Design histogram_stream_receiver, sky130hd; sources not shown.
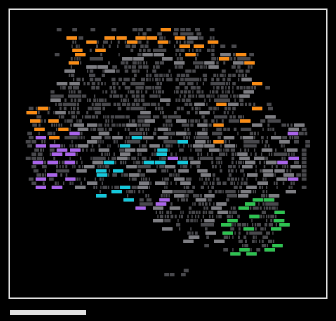
run_1/flops_by_reg.png
Scale bar: 50 microns. Other sequential cells in the stronger grey, the rest of the logic in the fainter grey.
[green] to_q | flops: 18 | where: bottom right
[cyan] lo_q | flops: 16
[orange] frame_sum | flops: 34
[purple] bin_count | flops: 24
not coloured: 118
P_seq: 3.32 mW
Flop area: 0.00420 sq mm

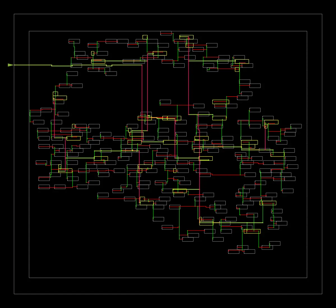
run_1/clocks.png
Clk. pwr: 3.48 mW
worst clock skew: 0.0162 ns
Latency at later pin: 0.52 ns
clkbuf count: 28
Inserted Clock Buffers: 24

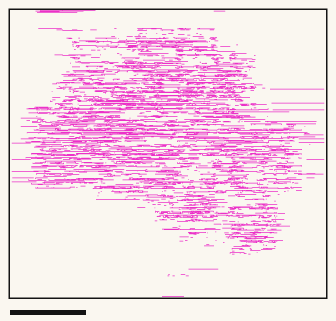
run_1/layer_met1.png
Scale bar: 50 microns.
main direction: horizontal
wire length on this layer: 13400 microns
nets with wire on the layer: 1220
share of all routed wire: 52%
longest straight run: 47.4 microns
Vias: 8220
WL final: 25.9 mm
M1 GR Usage: 18.1%

==> qor.txt, run 1 <==
Final min period: 2.47 ns
DRT antenna net count: 0
Mapped Area: 0.00944 sq mm
Drt first-iter violations: 517
Post-synth ARST share: 0%
Largest fanout on the critical path: 5
WL/cell: 15.5 microns
Layout area overhead: 25.9%
Die Width: 207 microns
Mux share: 2.87%
Final setup margin: 0.0825 ns
Sequential Power Share: 48.0%
Cell count after synthesis: 1145
R2r worst-path depth: 9
Pre-Repair DR Iteration Count: 5
Yosys Chip Area: 0.00944 sq mm
Synthesized registers: 210
Synth Seq Share: 44.5%
Startpoint Class: flip-flop
Diode count: 0
FP Rows: 61
Log Warnings: 30
Yosys aoi share: 17.5%
Yosys cell count: 1145
Die H: 188 microns
Final worst-path cycle share: 96.8%
Status: completed
Yosys simple share: 23.2%
Clock-pin slew on the worst setup and hold paths: 0.06 ns
Slowest CP cell: a221o_1
Layout cells sized above 1: 10.8%
Total GRT Usage: 12.6%
Relative max-transition margin: 54.9%
Resized cells post-CTS: 2
Initial Util: 30.5%
GPL Wtd Cong: 0.908
HPWL Detailed: 18.5 mm
Avg Inst Size Synth: 8.25 sq um
Fmax: 405 MHz
Final setup violation count: 0
VDD IR max: 0.392 mV
Longest Clk Path Bufs: 3
Syn. warnings: 0
CP cell instances: ha_1, a21oi_1, nor2_1, a221o_1, o311ai_4, buf_6, a2111oi_4, and2_1, o22a_1
Clock network power share: 50.4%
Pint: 5.39 mW
Max-cap viol count: 0
Post-cts hold buffer count: 0
H-tree lvl count: 1
Crit. End Element: flip-flop
Hold Vio Cnt, Final: 0
Sw Ratio: 22.0%
Tot Pwr: 6.92 mW
Port-buffer cells: 75
Synthesized net count: 1180
Worst EP required: 2.96 ns
Setup TNS: 0 ns
Final Util: 38.4%
CP peak stage delay: 0.42 ns
Combinational Power Share: 1.7%
Cell accounting for the most synthesized area: dfxtp_1
Count leader, synth: nand2_1
Worst Hold Class: flip-flop to flip-flop
Leakage Power: 4.32 nW
CTS Root Cell: clkbuf_16
Top cells by count, synth: nand2_1, dfxtp_1, a21oi_1
Cell Pwr Density: 582 mW/mm^2
Logic family by area: simple AND/OR/NAND/NOR gates
DRC: 0
Unique cell types: 76
Place WS: -0.115 ns
IO Pins: 76
Net Sw Power: 1.52 mW
Top cells by area: dfxtp_1, nand2_1, a21oi_1, nor2_1, ha_1
GRT overflow: 0
Layout Nets: 1278
run 1: final cells by class:
cell class,count,area (sq um),share of cell area [%]
repair buffers,132,1240,10.5
clock buffers,28,657,5.53
well taps,409,512,4.30
flip-flops and latches,210,4200,35.4
inverters,20,76.3,0.642
clock inverters,16,150,1.26
multi-input cells,855,5040,42.4
run 1: metrics by stage:
stage	cells	area (sq um)
floorplan	1145	9440
global placement	1622	10900
detailed placement	1622	10900
CTS	1666	11700
global route	1670	11900
finish	1670	11900
run 1: placed cells by master, fill, tap and decap left out, types with 16 or more instances in the layout:
cell type / instances
a21oi_1: 127
nor2_1: 110
nand3_1: 37
o21ai_0: 27
xnor2_1: 19
xor2_1: 27
inv_1: 19
dfxtp_1: 210
ha_1: 25
nand2_1: 236
buf_4: 51
clkbuf_16: 25
clkdlybuf4s50_1: 75
mux2i_1: 26
and3_1: 16
run 1: worst max-delay path, delay by kind of cell, from the launching register on:
kind / cells / cell delay (ns)
compound gates: 5 / 1.23
fa+ha+maj: 1 / 0.35
buf+inv: 1 / 0.17
flops: 1 / 0.35
simple gates: 2 / 0.24
run 1: kinds of logic after synthesis:
| family | count (synthesis) |
|---|---|
| AND-OR/OR-AND | 262 |
| XOR/XNOR | 46 |
| adder cells (fa/ha/maj) | 31 |
| buffers and inverters | 80 |
| flip-flops | 210 |
| multiplexers | 27 |
| AND/OR/NAND/NOR | 489 |
run 1: per-layer routing:
layer | GRT usage [%] | vias up | wire length (microns)
met2 | 18.4 | 178 | 10600
met1 | 18.1 | 3832 | 13400
li1 | - | 4174 | -
met4 | 3.28 | 0 | 497
met3 | 2.66 | 36 | 1410
met5 | 0 | - | 0
run_1/io_placement.png
Scale bar: 50 microns. Pins as bars across the die edge, other pins in grey.
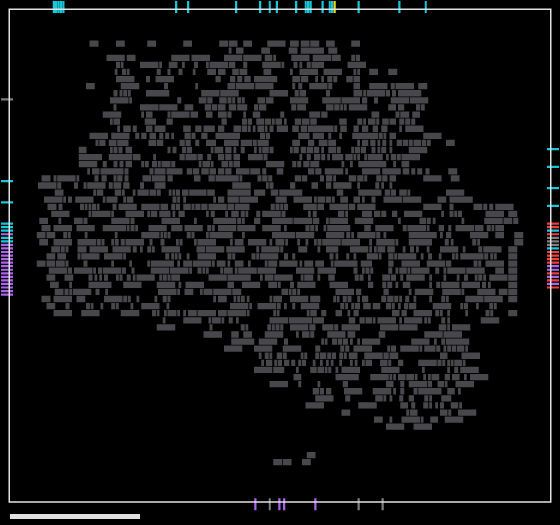

--- run 2 (diff from run 1) ---
--- a/config.mk
+++ b/config.mk
@@ -9,7 +9,9 @@
 export CORE_ASPECT_RATIO = 0.9
 export CORE_MARGIN = 10
 export CORE_UTILIZATION = 30
+export CTS_BUF_LIST = sky130_fd_sc_hd__clkbuf_4
 export DETAILED_ROUTE_END_ITERATION = 10
+export REMOVE_ABC_BUFFERS = 1
 export SLEW_MARGIN = 0
 export SYNTH_ARGS = -nofsm -noshare
 export SYNTH_HDL_FRONTEND = slang
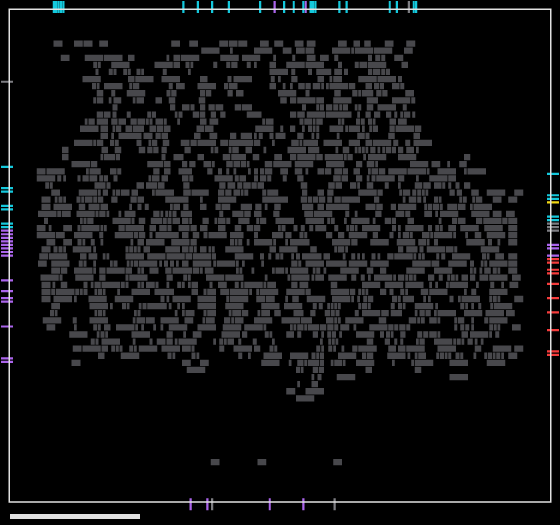
run_2/io_placement.png
Scale bar: 50 microns. Pins as bars across the die edge, other pins in grey.
[red] bin_idx | pins: 10 | direction: output | edge: right
[cyan] frame_sum | pins: 34 | direction: output | edge: 22 top, 7 left, 5 right
[yellow] frame_done | pins: 1 | direction: output | edge: right
[purple] bin_count | pins: 24 | direction: output | edge: 15 left, 4 bottom, 3 right, 2 top
Die Width: 207 microns
Die H: 188 microns
Port-buffer cells: 75

==> qor.txt, run 2 <==
Longest Clk Path Bufs: 3 (unchanged)
Count leader, synth: nand2_1
Yosys cell count: 1145 (unchanged)
DRT antenna net count: 0 (unchanged)
Place WS: -0.0868 ns (+0.0280 ns)
CP peak stage delay: 0.41 ns (about the same)
Log Warnings: 29 (-3.3%)
Final worst-path cycle share: 98.0% (+1.2 points)
Synthesized registers: 210 (unchanged)
Final setup violation count: 0 (unchanged)
HPWL Detailed: 19.5 mm (+5.5%)
Mapped Area: 0.00944 sq mm (unchanged)
WL final: 27.6 mm (+6.6%)
Top cells by count, synth: nand2_1, dfxtp_1, a21oi_1
Drt first-iter violations: 492 (-4.8%)
Post-cts hold buffer count: 0 (unchanged)
DRC: 0 (unchanged)
Cell Pwr Density: 519 mW/mm^2 (-11%)
Largest net degree at the start of global routing: 110
Mux share: 2.87% (unchanged)
Yosys Chip Area: 0.00944 sq mm (unchanged)
Post-synth ARST share: 0% (unchanged)
GRT overflow: 0 (unchanged)
Clock-pin slew on the worst setup and hold paths: 0.07 ns (about the same)
H-tree lvl count: 2 (+1)
R2r worst-path depth: 10 (+1)
Fmax: 400 MHz (-1.2%)
Worst Hold Class: flip-flop to flip-flop
Global-route wire length before repair: 44.1 mm
Initial Util: 30.5% (unchanged)
Layout cells sized above 1: 16.5% (+5.7 points)
Cell count after synthesis: 1145 (unchanged)
Yosys simple share: 23.2% (unchanged)
Arr. time, crit path: 3.08 ns
Latency at later pin: 0.68 ns (+0.16 ns)
Avg Inst Size Synth: 8.25 sq um (unchanged)
Final instance area: 0.0121 sq mm (+1.9%)
CP cell instances: ha_4, fa_2, a21oi_4, o211ai_1, and3_4, o311ai_4, buf_6, a211oi_2, nand2b_1, a31oi_1
Top cells excl fill/tap: nand2_1, dfxtp_1, a21oi_1
Synth Seq Share: 44.5% (unchanged)
Hold Vio Cnt, Final: 0 (unchanged)
Leakage Power: 4.49 nW (+3.9%)
Cell accounting for the most synthesized area: dfxtp_1
Pre-Repair DR Iteration Count: 5 (unchanged)
Total GRT Usage: 13.5% (+0.98 points)
CTS Root Cell: clkbuf_4
Logic family by area: simple AND/OR/NAND/NOR gates
Tot Pwr: 6.29 mW (-9.0%)
FP Rows: 61 (unchanged)
CP Depth: 10 (+1)
Yosys aoi share: 17.5% (unchanged)
Worst path top cell family by delay: AND-OR/OR-AND gates
Most numerous logic cell after layout: nand2_1
Layout area overhead: 28.3%
Top cells by area: dfxtp_1, nand2_1, a21oi_1, nor2_1, ha_1
VDD IR max: 0.324 mV (-17%)
Vias: 8592 (+4.5%)
Worst EP required: 3.13 ns (+0.17 ns)
Unique cell types: 76 (unchanged)
Slowest CP cell: fa_2
GPL Wtd Cong: 0.900 (-0.85%)
Critical path buffer and inverter count: 1 (unchanged)
Startpoint Class: flip-flop
Status: completed
Final min period: 2.50 ns (+0.0312 ns)
Area after DPL: 0.0112 sq mm (+2.3%)
Worst clock skew: 0.0315 ns (+0.0153 ns)
Inserted Clock Buffers: 54 (+130%)
Crit. End Element: flip-flop
IO Pins: 76 (unchanged)
Max-cap viol count: 0 (unchanged)
Largest fanout on the critical path: 5 (unchanged)
Layout Nets: 1343 (+5.1%)
Relative max-transition margin: 61.2% (+6.3 points)
Final setup margin: 0.0513 ns (-0.0312 ns)
==> run 2: cell counts after synthesis <==
Identical to the previous run, type by type.
==> run 2: cell type report <==
class	count	area, sq um	share of cell area [%]
antenna	1	2.50	0.0206
clock buffer	79	593	4.89
clock inverter	21	90.1	0.743
inverter	20	77.6	0.640
multi-input combinational	855	5110	42.2
sequential	210	4210	34.7
tap	409	512	4.22
timing repair buffer	167	1520	12.5
==> run 2: kinds of logic after synthesis <==
logic type	Yosys count
AND/OR/NAND/NOR	489
AND-OR/OR-AND	262
flip-flops	210
buffers and inverters	80
XOR/XNOR	46
adder cells (fa/ha/maj)	31
multiplexers	27
==> run 2: where the power goes <==
part | internal (mW) | switching [mW]
combinational | 0.0399 | 0.0782
clock | 1.43 | 1.43
sequential | 3.29 | 0.0223
total | 4.76 | 1.53
==> run 2: through the flow <==
step / hold WS (ns) / utilization (%) / setup TNS (ns) / std cells
6_report: 0.407 / 39.1 / 0 / 1762
5_1_grt: 0.413 / 39.1 / -0.155 / 1762
4_1_cts: 0.410 / 38.4 / -0.140 / 1756
3_5_place_dp: 0.393 / 36.1 / -0.359 / 1654
3_3_place_gp: 0.395 / 36.1 / -0.526 / 1654
2_1_floorplan: 0.386 / - / -16.85 / 1085
==> run 2: timing repair <==
action	in CTS	in global routing
buffers inserted	2	5
pin swaps	2	14
gates resized	8	32
endpoints found under the setup margin	19	35
==> run 2: metal layers <==
layer | vias up | global-route usage [%] | wire [microns]
met5 | - | 0 | 0
met4 | 0 | 3.90 | 464
met2 | 175 | 20.8 | 12000
li1 | 4329 | - | -
met3 | 41 | 3.37 | 1630
met1 | 4047 | 18.3 | 13500
Power figures rest on the tool's default switching activity, not on a simulated workload.
